`src/rtl/ps2_pkg.sv`:
```
// Shared constants for the PS/2 set-2 scan code decoder: prefix bytes,
// shift key codes and the byte-handler FSM encoding.
package ps2_pkg;

  localparam logic [7:0] PFX_EXT    = 8'hE0;
  localparam logic [7:0] PFX_BRK    = 8'hF0;
  localparam logic [7:0] SC_LSHIFT  = 8'h12;
  localparam logic [7:0] SC_RSHIFT  = 8'h59;
  localparam logic [7:0] SC_ERR_LO  = 8'h00;
  localparam logic [7:0] SC_ERR_HI  = 8'hFF;
  localparam logic [7:0] CASE_DELTA = 8'h20;

  typedef enum logic {
    IDLE = 1'b0,
    PROC = 1'b1
  } state_t;

endpackage

```
`src/rtl/scancode_to_ascii.sv`:
```
// Combinational set-2 scan code to ASCII ROM. Extended codes and anything
// not listed map to 0x00; letters become uppercase while shift is held.
module scancode_to_ascii
  import ps2_pkg::*;
(
  input  logic [7:0] scan_code,
  input  logic       ext,
  input  logic       shift,
  output logic [7:0] ascii
);

  logic [7:0] letter;
  logic [7:0] other;

  always_comb begin
    letter = 8'h00;
    unique case (scan_code)
      8'h1C: letter = 8'h61;
      8'h32: letter = 8'h62;
      8'h21: letter = 8'h63;
      8'h23: letter = 8'h64;
      8'h24: letter = 8'h65;
      8'h2B: letter = 8'h66;
      8'h34: letter = 8'h67;
      8'h33: letter = 8'h68;
      8'h43: letter = 8'h69;
      8'h3B: letter = 8'h6A;
      8'h42: letter = 8'h6B;
      8'h4B: letter = 8'h6C;
      8'h3A: letter = 8'h6D;
      8'h31: letter = 8'h6E;
      8'h44: letter = 8'h6F;
      8'h4D: letter = 8'h70;
      8'h15: letter = 8'h71;
      8'h2D: letter = 8'h72;
      8'h1B: letter = 8'h73;
      8'h2C: letter = 8'h74;
      8'h3C: letter = 8'h75;
      8'h2A: letter = 8'h76;
      8'h1D: letter = 8'h77;
      8'h22: letter = 8'h78;
      8'h35: letter = 8'h79;
      8'h1A: letter = 8'h7A;
      default: letter = 8'h00;
    endcase
  end

  always_comb begin
    other = 8'h00;
    unique case (scan_code)
      8'h45: other = 8'h30;
      8'h16: other = 8'h31;
      8'h1E: other = 8'h32;
      8'h26: other = 8'h33;
      8'h25: other = 8'h34;
      8'h2E: other = 8'h35;
      8'h36: other = 8'h36;
      8'h3D: other = 8'h37;
      8'h3E: other = 8'h38;
      8'h46: other = 8'h39;
      8'h29: other = 8'h20;
      8'h5A: other = 8'h0D;
      8'h66: other = 8'h08;
      default: other = 8'h00;
    endcase
  end

  always_comb begin
    ascii = 8'h00;
    if (!ext) begin
      if (letter != 8'h00) begin
        ascii = shift ? (letter - CASE_DELTA) : letter;
      end else begin
        ascii = other;
      end
    end
  end

endmodule

```
`src/rtl/ps2_scancode_decoder.sv`:
```
// Pops bytes from a PS/2 keyboard FIFO and decodes set-2 make/break
// sequences into last-key state, a press counter and an ASCII view.
module ps2_scancode_decoder
  import ps2_pkg::*;
#(
  parameter int CNT_W = 8
) (
  input  logic             clk,
  input  logic             clrn,
  input  logic [7:0]       kb_data,
  input  logic             kb_ready,
  input  logic             kb_overflow,
  output logic             nextdata_n,
  output logic [7:0]       scan_code,
  output logic             ext,
  output logic [7:0]       ascii,
  output logic             key_down,
  output logic             key_event,
  output logic [CNT_W-1:0] press_count,
  output logic             err_ovf
);

  state_t           state, state_nxt;
  logic [7:0]       byte_p0;
  logic             pop;
  logic             e0_seen, f0_seen, e0_nxt, f0_nxt;
  logic             lshift, rshift, lshift_nxt, rshift_nxt;
  logic [7:0]       scan_nxt;
  logic             ext_nxt, down_nxt, event_nxt;
  logic [CNT_W-1:0] count_nxt;
  logic             same_key;

  // Pop is gated by clrn so the FIFO is never drained while held in reset.
  assign pop        = kb_ready & (state == IDLE) & clrn;
  assign nextdata_n = ~pop;
  assign same_key   = key_down & ({e0_seen, byte_p0} == {ext, scan_code});

  always_comb begin
    state_nxt = state;
    unique case (state)
      IDLE: if (pop) state_nxt = PROC;
      PROC: state_nxt = IDLE;
      default: state_nxt = IDLE;
    endcase
  end

  always_comb begin
    e0_nxt     = e0_seen;
    f0_nxt     = f0_seen;
    lshift_nxt = lshift;
    rshift_nxt = rshift;
    scan_nxt   = scan_code;
    ext_nxt    = ext;
    down_nxt   = key_down;
    count_nxt  = press_count;
    event_nxt  = 1'b0;
    if (state == PROC) begin
      if (byte_p0 == PFX_EXT) begin
        e0_nxt = 1'b1;
      end else if (byte_p0 == PFX_BRK) begin
        f0_nxt = 1'b1;
      end else begin
        e0_nxt = 1'b0;
        f0_nxt = 1'b0;
        if (byte_p0 == SC_ERR_LO || byte_p0 == SC_ERR_HI) begin
          // keyboard error byte: sequence abandoned, nothing else changes
        end else if (!e0_seen && byte_p0 == SC_LSHIFT) begin
          lshift_nxt = ~f0_seen;
        end else if (!e0_seen && byte_p0 == SC_RSHIFT) begin
          rshift_nxt = ~f0_seen;
        end else if (!f0_seen) begin
          if (!same_key) begin
            scan_nxt  = byte_p0;
            ext_nxt   = e0_seen;
            down_nxt  = 1'b1;
            count_nxt = press_count + 1'b1;
            event_nxt = 1'b1;
          end
        end else if (same_key) begin
          down_nxt  = 1'b0;
          event_nxt = 1'b1;
        end
      end
    end
  end

  // Byte capture: only meaningful while in PROC, so it needs no reset.
  always_ff @(posedge clk) begin
    if (pop) byte_p0 <= kb_data;
  end

  always_ff @(posedge clk or negedge clrn) begin
    if (!clrn) begin
      state       <= IDLE;
      e0_seen     <= 1'b0;
      f0_seen     <= 1'b0;
      lshift      <= 1'b0;
      rshift      <= 1'b0;
      scan_code   <= 8'h00;
      ext         <= 1'b0;
      key_down    <= 1'b0;
      key_event   <= 1'b0;
      press_count <= '0;
      err_ovf     <= 1'b0;
    end else begin
      state       <= state_nxt;
      e0_seen     <= e0_nxt;
      f0_seen     <= f0_nxt;
      lshift      <= lshift_nxt;
      rshift      <= rshift_nxt;
      scan_code   <= scan_nxt;
      ext         <= ext_nxt;
      key_down    <= down_nxt;
      key_event   <= event_nxt;
      press_count <= count_nxt;
      if (kb_overflow) err_ovf <= 1'b1;
    end
  end

  scancode_to_ascii u_rom (
    .scan_code (scan_code),
    .ext       (ext),
    .shift     (lshift | rshift),
    .ascii     (ascii)
  );

endmodule

```
`config.mk`:
```
export PLATFORM = sky130hd
export DESIGN_NAME = ps2_scancode_decoder
export DESIGN_NICKNAME = d
export VERILOG_FILES = /design/src/rtl/ps2_pkg.sv /design/src/rtl/scancode_to_ascii.sv /design/src/rtl/ps2_scancode_decoder.sv
export SDC_FILE = /design/constraint.sdc
export NUM_CORES = 1
export LEC_CHECK = 0
export ABC_AREA = 1
export CAP_MARGIN = 30
export CORE_ASPECT_RATIO = 0.6
export CORE_MARGIN = 10
export CORE_UTILIZATION = 40
export CTS_BUF_LIST = sky130_fd_sc_hd__clkbuf_4 sky130_fd_sc_hd__clkbuf_8
export DETAILED_ROUTE_END_ITERATION = 6
export SYNTH_ARGS = -nofsm -noshare
export SYNTH_HDL_FRONTEND = slang
export SYNTH_HIERARCHICAL = 1
export SYNTH_SLANG_ARGS = --single-unit
```
`constraint.sdc`:
```
create_clock -name clk -period 3.79 [get_ports clk]
set_input_delay 1.137 -clock clk [delete_from_list [all_inputs] [get_ports clk]]
set_output_delay 1.137 -clock clk [all_outputs]
set_load 0.1 [all_outputs]
```
run_1/placement_by_type.png
Fill, decap, tap and diode cells in grey.
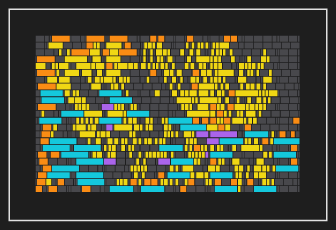
| class | colour | cells | share of their area |
|---|---|---|---|
| clock drivers and dummy loads | purple | 8 | 3.0% |
| combinational and other logic | yellow | 357 | 56% |
| sequential cells | cyan | 33 | 24% |
| remaining buffers and delay cells | orange | 61 | 16% |
utilization after layout: 56.6%
area of the core region: 6590 µm²

run_1/sizes.png
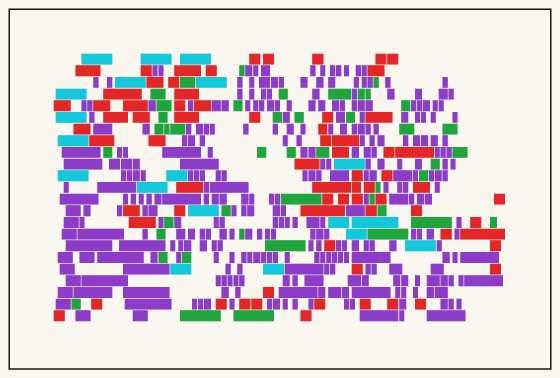
| size | colour | cells | share | most used |
|---|---|---|---|---|
| _2 cells | green | 44 | 9.6% | nand2_2 |
| _3 and _4 cells | red | 71 | 15% | buf_4 |
| _6 and larger | cyan | 19 | 4.1% | buf_12 |
| _0 and _1 cells | purple | 325 | 71% | nand2_1 |
area grow syn2layout: 38.6%
Worst Setup Slack, final: 0.0423 ns
post-route cell area: 3730 µm²
number of non-clock buffers: 61

run_1/io_fan.png
Scale bar: 50 µm.
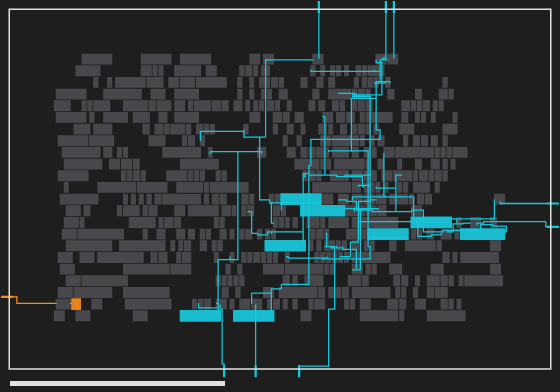
| port | colour | bits | direction | end cells | buffers | wire |
|---|---|---|---|---|---|---|
| `kb_overflow` | orange | 1 | input | 1 | 1 | 12.3 µm |
| `scan_code` | cyan | 8 | output | 8 | 11 | 828 µm |
IO buf count: 40
IO Pins: 41

==> flow_summary.toml, run 1 <==
# generated from flow reports
[synth]
ys.warnings.count = 6
synthTopLogicFamily = "simple AND/OR/NAND/NOR gates"
dominantRegCellSynth = "sky130_fd_sc_hd__dfrtp_1"
ys_types = 34
synth_simple_gate_area_share_pct = 47.3
syn_nets = 419
synth_area_um2 = 2690
post-synth-top-count-cell = "sky130_fd_sc_hd__nand2_1"
synthTopCellsByArea = "sky130_fd_sc_hd__dfrtp_1 (23%), sky130_fd_sc_hd__nand2_1 (17%), sky130_fd_sc_hd__nand3_1 (11%)"
async_reset_ff_share_pct = 75.8
post_synth_most_frequent_cells = "sky130_fd_sc_hd__nand2_1 (120), sky130_fd_sc_hd__nand3_1 (60), sky130_fd_sc_hd__nor2_1 (45)"
post_synth_mux_area_share_pct = 0
post_synth.cell_area_avg_um2 = 6.78
post_synth_xor_area_fraction_pct = 2.28
post_synth_fa_ha_maj_area_fraction_pct = 4.65
post_synthesis_cell_count_from_yosys = 397
edf_count = 8
top_cell_area_share_pct = 23.3
synth-seq-cells = 33
synth.yosys.seq_area_share_pct = 32.2
yosys-stat-area_um2 = 2690
cells_after_synthesis = 397

[cells_and_area]
antenna_cells = 0
flop_area_um2 = 881
clock_cell_area_share_pct = 2.95
stdcell_count = 546
layout.buffer.nonclock.area_share_pct = 16.0
layout.cells.most_common = "sky130_fd_sc_hd__nand2_1"
combGateArea_um2 = 1850
sh_comb_area_pct = 49.7
num-fill-cells = 612
n_clock_buffer = 6
biggestCellCategory = "multi-input combinational cells"
seq-cell-share_pct = 23.6
nNonClkInverters = 46
final_cell_mix = "sky130_fd_sc_hd__nand2_1 (115), sky130_fd_sc_hd__nand3_1 (49), sky130_fd_sc_hd__nor2_1 (40), sky130_fd_sc_hd__buf_4 (40), sky130_fd_sc_hd__inv_1 (35)"
multiInputCombCellCount = 311
drive_above_1_share_pct = 29.2
nNetsFinal = 480

[critical_path]
worstSetupPathDepth = 13
worstPathMaxFanout = 6
startpoint_type = "register"
endpoint = "ascii[6]"
worstSetupEndpointType = "primary output"
r2r.worst_path.cells = 9
crit_buf_inv = 4
setup.worst_path.class = "reg2out"
critical_path_arrival_ns = 2.61
r2r_end = "scan_code[1]"
crit_path_start = "scan_code[1]"
cp_slowest_stage_delay_ns = 0.53
critical_path_required_ns = 2.65
timing.reg2reg.setup_slack_ns = 1.83

[routing]
detail_route.vias_per_cell = 5.05
uppermost_layer_routed = "met4"
detail_route.first_pass.iterations = 5
routed-via-count = 2757
wl_per_cell_um = 15.3
ant_nets = 0
routedLengthMet1_mm = 4.26
first_iter_violations = 252
route.met2.wl_mm = 3.27
route.detailed.drc = 0

[grt]
grt_antenna_before_repair = 0
grt_remaining_overflow = 0
grt_use_met1_pct = 22.9
use_met3_pct = 3.30
grt_max_degree = 26
global_route.usage.total_pct = 14.9
wire_length_of_the_first_global_routing_pass_mm = 13.0
use_met2_pct = 20.3
grt-busiest-layer = "met1"

[timing]
unrepaired_setup_endpoints_after_global_routing = "yes"
timing.slew.headroom_pct = 51.4
slew_violations = 0
hold_viol_final = 0
final_min_period_over_clock_period_pct = 98.9
setup_tns_ns = 0
timing_worst_slew_pin_value_ns = 0.729
min_period_ns = 3.75
clock.fmax_ghz = 0.267
timing.final.setup_violations = 0
post_route_hold_slack_ns = 0.481

[clock_network]
clock_tree.buffer_depth = 2
post_cts_resized = 2
clock_pin_slew_reported_for_the_worst_setup_and_hold_paths_after_clock_tree_synthesis_ns = 0.07
postCtsHoldBufs = 0
ctsHtreeMaxLevel = 2
clk-insertion-delay-late_ns = 0.29
total_clock_buffers_created_by_cts = 5
cts_num_sinks = 33
root_buffer = "sky130_fd_sc_hd__clkbuf_8"

[power_and_ir_drop]
top_power_group = "combinational cells"
pg_clk_mw = 0.333
p_int_mw = 1.10
clock_power_share_pct = 13.6
powerComb_mw = 1.58
leakage_nw = 1.77
p_switching_mw = 1.34
irDropWorstVdd_mv = 0.626
power_switching_share_pct = 54.9
seq_cell_power_mw = 0.532
power-per-cell-area_nw_per_um2 = 656

[place]
place_worst_setup_slack_ns = 0.210
detailed_place.area_um2 = 3290
gp_congestion = 0.970
hpwlAfterDp_mm = 6.20
dp.cells = 520

[floorplanning]
floorplan.tapcells = 87
rows = 23
dieArea_um2 = 10500
floorplan.initialDensity_pct = 40.8

[outcome]
outcome = "completed"

[min_path]
timing.hold.worst.start = "err_ovf"
hold_end = "err_ovf"
hold_depth = 1

[run]
max_cap_check_violation_count = 0
run_1/wires.png
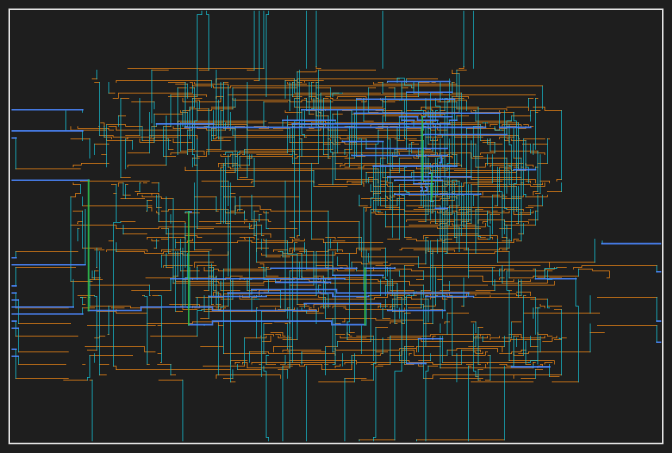

==> run 2: changes to the inputs <==
CAP_MARGIN = not set   (was 30)
CORE_UTILIZATION = 47   (was 40)
PLACE_DENSITY = 0.71   (was not set)
run_2/wires.png
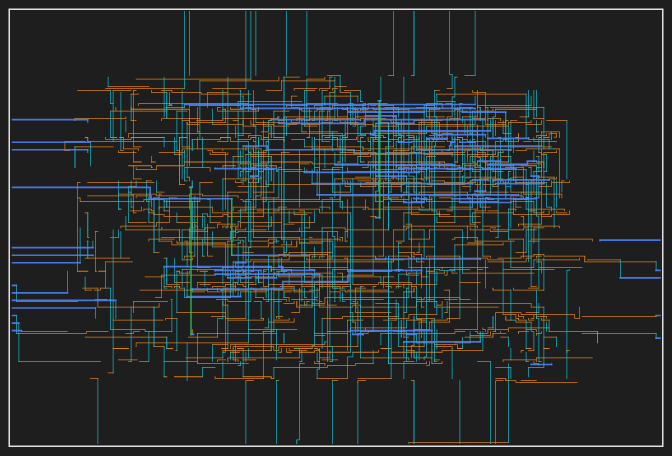
| layer | colour | wire length |
|---|---|---|
| metal 1 | orange | 3730 µm |
| metal 3 | blue | 898 µm |
| metal 2 | cyan | 3100 µm |
| metal 4 | green | 57.8 µm |
DR WL/cell: 14.5 µm
detailed-route wire length: 7.78 mm
global router's overall resource usage: 16.3%
total number of vias: 2817

run_2/placement.png
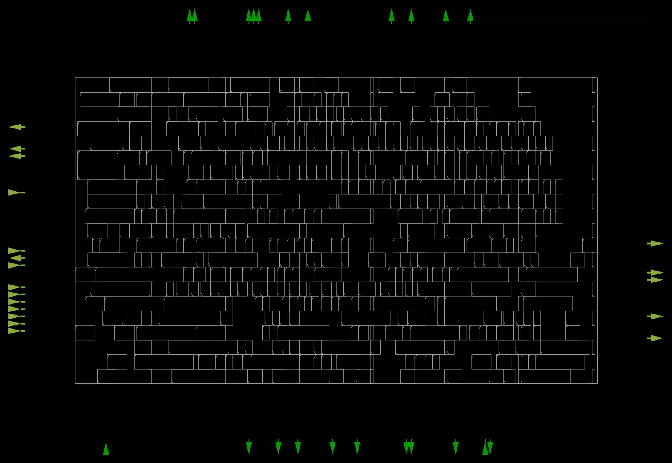
inserted tap cell count: 80
Filler cells: 494
tally of non-filler cells in the final layout: 537
utilization after layout: 64.2%
area of the core region: 5570 µm²

==> run 2 against run 1 <==
- cell area fell by 4.0%
- worst setup slack improved by 0.043 ns
- area after synthesis did not move
- sequential power rose by 1%
- clock skew fell by 0.0023 ns
- register-to-register slack barely moved
- critical endpoint is now ascii[5]
- fmax rose by 1.1%
- cell count fell by 1.6%
- non-clock buffer count fell by 2
- die area fell by 12%
==> flow_summary.toml, run 2 <==
# generated from flow reports
[outcome]
outcome = "completed"

[timing]
hold_viol_final = 0
setup_ws_ns = 0.0848
clock.fmax_ghz = 0.270
post_route_hold_slack_ns = 0.484
setup_tns_ns = 0
timing.slew.headroom_pct = 51.3
final_min_period_over_clock_period_pct = 97.8
unrepaired_setup_endpoints_after_global_routing = "yes"

[synth]
synth_area_um2 = 2690
yosys-stat-area_um2 = 2690
ys.warnings.count = 6
dominantRegCellSynth = "sky130_fd_sc_hd__dfrtp_1"
post_synth_fa_ha_maj_area_fraction_pct = 4.65
synthTopCellsByArea = "sky130_fd_sc_hd__dfrtp_1 (23%), sky130_fd_sc_hd__nand2_1 (17%), sky130_fd_sc_hd__nand3_1 (11%)"
post_synth_mux_area_share_pct = 0
syn_nets = 419
cells_after_synthesis = 397
synth_simple_gate_area_share_pct = 47.3
post_synth_most_frequent_cells = "sky130_fd_sc_hd__nand2_1 (120), sky130_fd_sc_hd__nand3_1 (60), sky130_fd_sc_hd__nor2_1 (45)"
top_cell_area_share_pct = 23.3
ys_types = 34
edf_count = 8
synth.yosys.seq_area_share_pct = 32.2
post_synth_xor_area_fraction_pct = 2.28
post_synth.cell_area_avg_um2 = 6.78
post_synthesis_cell_count_from_yosys = 397

[critical_path]
startpoint_type = "register"
r2r_end = "press_count[3]"
timing.reg2reg.setup_slack_ns = 1.82
critical_path_required_ns = 2.65
setup.worst_path.class = "reg2out"
worstSetupPathDepth = 13
worstPathMaxFanout = 7
crit_path_start = "scan_code[1]"
crit_buf_inv = 2

[min_path]
timing.hold.worst.start = "err_ovf"
hold_depth = 1
hold_end = "err_ovf"

[grt]
use_met3_pct = 7.64
grt_use_met1_pct = 23.1
grt-busiest-layer = "met1"
grt_max_degree = 26
wire_length_of_the_first_global_routing_pass_mm = 12.6
grt_remaining_overflow = 0
grt_antenna_before_repair = 0

[clock_network]
post_cts_resized = 2
total_clock_buffers_created_by_cts = 5
postCtsHoldBufs = 0
clock_pin_slew_reported_for_the_worst_setup_and_hold_paths_after_clock_tree_synthesis_ns = 0.07
ctsHtreeMaxLevel = 2
clk-insertion-delay-late_ns = 0.29
clock_tree.buffer_depth = 2
root_buffer = "sky130_fd_sc_hd__clkbuf_8"

[cells_and_area]
clock_cell_area_share_pct = 2.73
seq-cell-share_pct = 24.5
nonClockBufferCount = 59
syn2layout_area_growth_pct = 33.0
final_area_um2 = 3580
n_clock_buffer = 7
layout.buffer.nonclock.area_share_pct = 16.3
nNonClkInverters = 46
sh_comb_area_pct = 48.6
nNetsFinal = 478
layout.cells.most_common = "sky130_fd_sc_hd__nand2_1"
multiInputCombCellCount = 311
drive_above_1_share_pct = 27.4
antenna_cells = 0

[place]
hpwlAfterDp_mm = 5.83
place_worst_setup_slack_ns = 0.239
io_buffer_count = 40
dp.cells = 512

[floorplanning]
dieArea_um2 = 9250
rows = 21
io_pins = 41
floorplan.initialDensity_pct = 48.3

[power_and_ir_drop]
clock_power_share_pct = 12.2
power_switching_share_pct = 55.8
powerComb_mw = 1.51
p_switching_mw = 1.30
top_power_group = "combinational cells"
leakage_nw = 1.73
power-per-cell-area_nw_per_um2 = 650
p_int_mw = 1.03
irDropWorstVdd_mv = 0.593
seq_cell_power_mw = 0.538

[run]
max_cap_check_violation_count = 0

[routing]
detail_route.first_pass.iterations = 5
first_iter_violations = 320
routedLengthMet1_mm = 3.73
ant_nets = 0
route.met2.wl_mm = 3.10
run_2/io_fan.png
Scale bar: 20 µm.
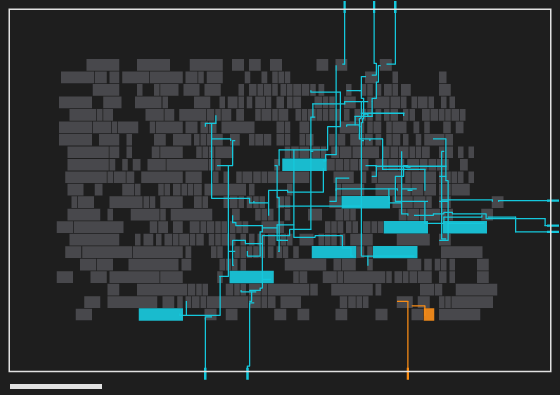
| port | colour | bits | direction | end cells | buffers | wire |
|---|---|---|---|---|---|---|
| `scan_code` | cyan | 8 | output | 8 | 11 | 807 µm |
| `kb_overflow` | orange | 1 | input | 1 | 1 | 21.9 µm |

run_2/sizes.png
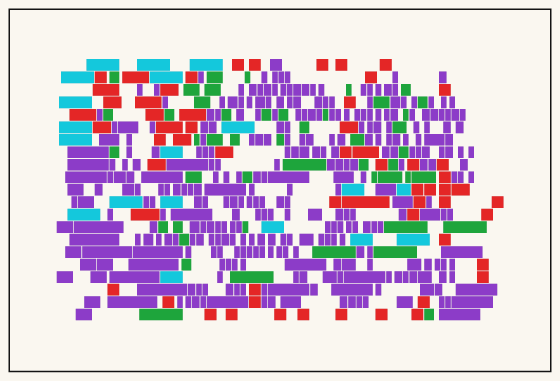

==> run 3: changes to the inputs <==
SETUP_SLACK_MARGIN = 0.4   (was not set)
run_3/sizes.png
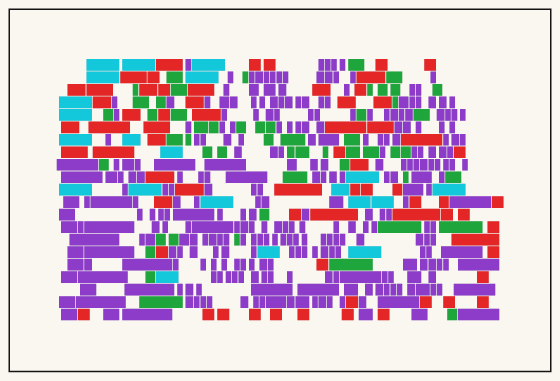
| size | colour | cells | share | most used |
|---|---|---|---|---|
| _2 cells | green | 53 | 12% | nand2_2 |
| _0 and _1 cells | purple | 308 | 69% | nand2_1 |
| _6 and larger | cyan | 21 | 4.7% | buf_12 |
| _3 and _4 cells | red | 67 | 15% | buf_4 |
Worst Setup Slack, final: 0.142 ns
area grow syn2layout: 37.9%
number of non-clock buffers: 51

run_3/wires.png
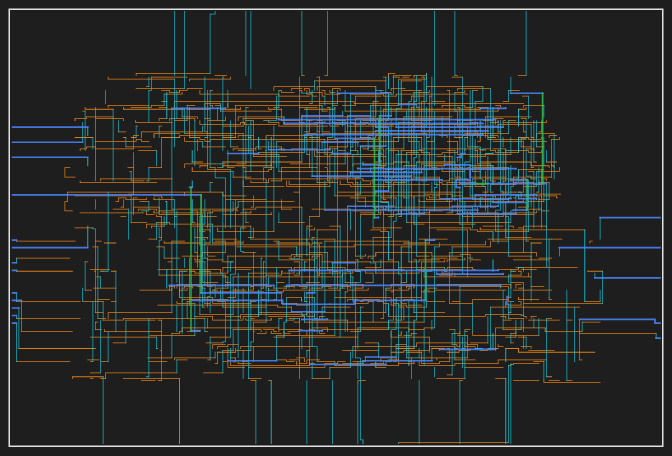
| layer | colour | wire length |
|---|---|---|
| metal 1 | orange | 3960 µm |
| metal 3 | blue | 830 µm |
| metal 4 | green | 101 µm |
| metal 2 | cyan | 3290 µm |
detailed-route wire length: 8.18 mm
total number of vias: 2770

==> run 3 against run 2 <==
- wire length grew 5.1%
- sequential cell count is the same
- critical path depth shrank 2
- synthesized cell count is the same
- clock skew grew 0.0069 ns
- clock-buffer cell count grew 1
- clock power is essentially flat
- hold slack gained 0.0026 ns
- critical endpoint is now ascii[3]
- highest routed layer unchanged
- area after synthesis is the same
- critical path type unchanged
- largest power group unchanged
- cell area grew 3.7%
- non-clock buffer count shrank 8
==> flow_summary.toml, run 3 <==
# generated from flow reports
[synth]
cells_after_synthesis = 397
synth.yosys.seq_area_share_pct = 32.2
post_synthesis_cell_count_from_yosys = 397
syn_nets = 419
post_synth.cell_area_avg_um2 = 6.78
synth_area_um2 = 2690
post-synth-top-count-cell = "sky130_fd_sc_hd__nand2_1"
async_reset_ff_share_pct = 75.8
yosys-stat-area_um2 = 2690
ys.warnings.count = 6
synthTopCellsByArea = "sky130_fd_sc_hd__dfrtp_1 (23%), sky130_fd_sc_hd__nand2_1 (17%), sky130_fd_sc_hd__nand3_1 (11%)"
post_synth_fa_ha_maj_area_fraction_pct = 4.65
post_synth_xor_area_fraction_pct = 2.28
dominantRegCellSynth = "sky130_fd_sc_hd__dfrtp_1"
ys_types = 34
synth-seq-cells = 33
synthTopLogicFamily = "simple AND/OR/NAND/NOR gates"
post_synth_mux_area_share_pct = 0
synth.cellmix.compoundShare_pct = 4.70
post_synth_most_frequent_cells = "sky130_fd_sc_hd__nand2_1 (120), sky130_fd_sc_hd__nand3_1 (60), sky130_fd_sc_hd__nor2_1 (45)"
synth_simple_gate_area_share_pct = 47.3
post-synth-top-area-cell = "sky130_fd_sc_hd__dfrtp_1"
top_cell_area_share_pct = 23.3
edf_count = 8

[cells_and_area]
antenna_cells = 0
drive_above_1_share_pct = 31.4
layout.cells.most_common = "sky130_fd_sc_hd__nand2_1"
nNonClkInverters = 46
final_area_um2 = 3710
n_clock_buffer = 8
layout.buffer.nonclock.area_share_pct = 14.2
postLayoutCoreUtil_pct = 66.6
final_cell_mix = "sky130_fd_sc_hd__nand2_1 (111), sky130_fd_sc_hd__nand3_1 (47), sky130_fd_sc_hd__nor2_1 (38)"
biggestCellCategory = "multi-input combinational cells"
flop_area_um2 = 886
nNetsFinal = 470
clock_cell_area_share_pct = 2.46
sh_comb_area_pct = 51.7
combGateArea_um2 = 1920
multiInputCombCellCount = 311

[critical_path]
startpoint_type = "register"
critical_path_arrival_ns = 2.51
worstSetupPathDepth = 11
timing.reg2reg.setup_slack_ns = 1.83
crit_buf_inv = 1
worstSetupEndpointType = "primary output"
critical_path_required_ns = 2.65
worstPathMaxFanout = 6
crit_family = "simple AND/OR/NAND/NOR gates"
r2r.worst_path.cells = 9
crit_path_start = "scan_code[0]"
setup.worst_path.class = "reg2out"
cp_slowest_stage_delay_ns = 0.53
r2r_end = "scan_code[7]"
timing.critical_path.slowest_stage_cell = "sky130_fd_sc_hd__dfrtp_4"
endpoint = "ascii[3]"

[routing]
route.met3.wl_um = 829
detail_route.vias_per_cell = 5.24
detail_route.first_pass.iterations = 5
first_iter_violations = 268
route.detailed.drc = 0
routedLengthMet1_mm = 3.96
ant_nets = 0
route.met2.wl_mm = 3.29
uppermost_layer_routed = "met4"
wl_per_cell_um = 15.5

[power_and_ir_drop]
pg_clk_mw = 0.281
power-per-cell-area_nw_per_um2 = 648
leakage_nw = 1.72
p_int_mw = 1.05
p_switching_mw = 1.36
irDropWorstVdd_mv = 0.630
power_switching_share_pct = 56.5
power.share.combinational_pct = 65.6
powerComb_mw = 1.58
seq_cell_power_mw = 0.547
seqPwrFrac_pct = 22.7
top_power_group = "combinational cells"
power.total_mw = 2.40
clock_power_share_pct = 11.7

[run]
max_cap_check_violation_count = 0
warning_count = 35

[timing]
slew_violations = 0
timing.final.setup_violations = 0
hold_viol_final = 0
unrepaired_setup_endpoints_after_global_routing = "yes"
post_route_hold_slack_ns = 0.486
clock-skew-final_ns = 0.0123
setup_tns_ns = 0
timing.slew.headroom_pct = 50.3
timing_worst_slew_pin_value_ns = 0.746
min_period_ns = 3.65
clock.fmax_ghz = 0.274
final_min_period_over_clock_period_pct = 96.3

[floorplanning]
io_pins = 41
fp.coreArea_um2 = 5570
floorplan.tapcells = 80
floorplan.initialDensity_pct = 48.3
dieArea_um2 = 9250

[clock_network]
post_cts_resized = 28
cts_tree = "done"
cts_num_sinks = 33
clk-insertion-delay-late_ns = 0.29
postCtsHoldBufs = 0
root_buffer = "sky130_fd_sc_hd__clkbuf_8"
clock_tree.buffer_depth = 2
clock_pin_slew_reported_for_the_worst_setup_and_hold_paths_after_clock_tree_synthesis_ns = 0.07
ctsHtreeMaxLevel = 2
total_clock_buffers_created_by_cts = 5

[grt]
grt_use_met1_pct = 25.7
grt-busiest-layer = "met1"
use_met2_pct = 24.4
wire_length_of_the_first_global_routing_pass_mm = 13.2
grt_remaining_overflow = 0
grt_antenna_before_repair = 0
grt_max_degree = 26
grt_pass1_vias = 2511
use_met3_pct = 4.64
global_route.usage.total_pct = 17.5

[place]
gp_congestion = 0.957
detailed_place.area_um2 = 3330
place_worst_setup_slack_ns = 0.391
dp.cells = 511
hpwlAfterDp_mm = 6.04
io_buffer_count = 40

[min_path]
hold_end = "err_ovf"
hold_depth = 1
timing.hold.worst.start = "err_ovf"

[outcome]
outcome = "completed"
run_3/placement.png
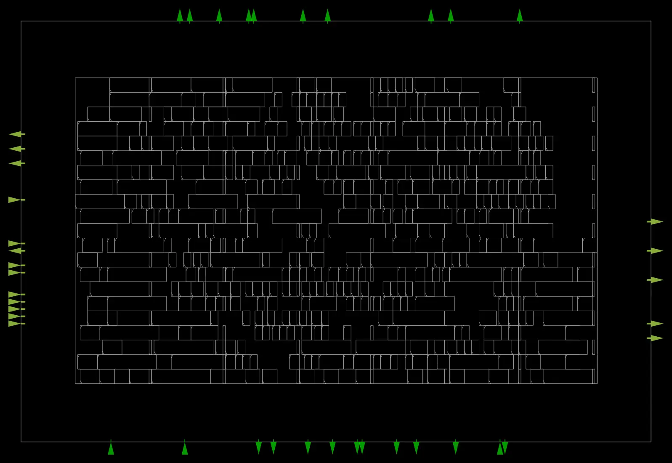
total number of placement rows: 21
tally of non-filler cells in the final layout: 529
Filler cells: 470
layout sequential cell count: 33
sequential share of cell area: 23.9%

Power and IR drop assume default switching activity.
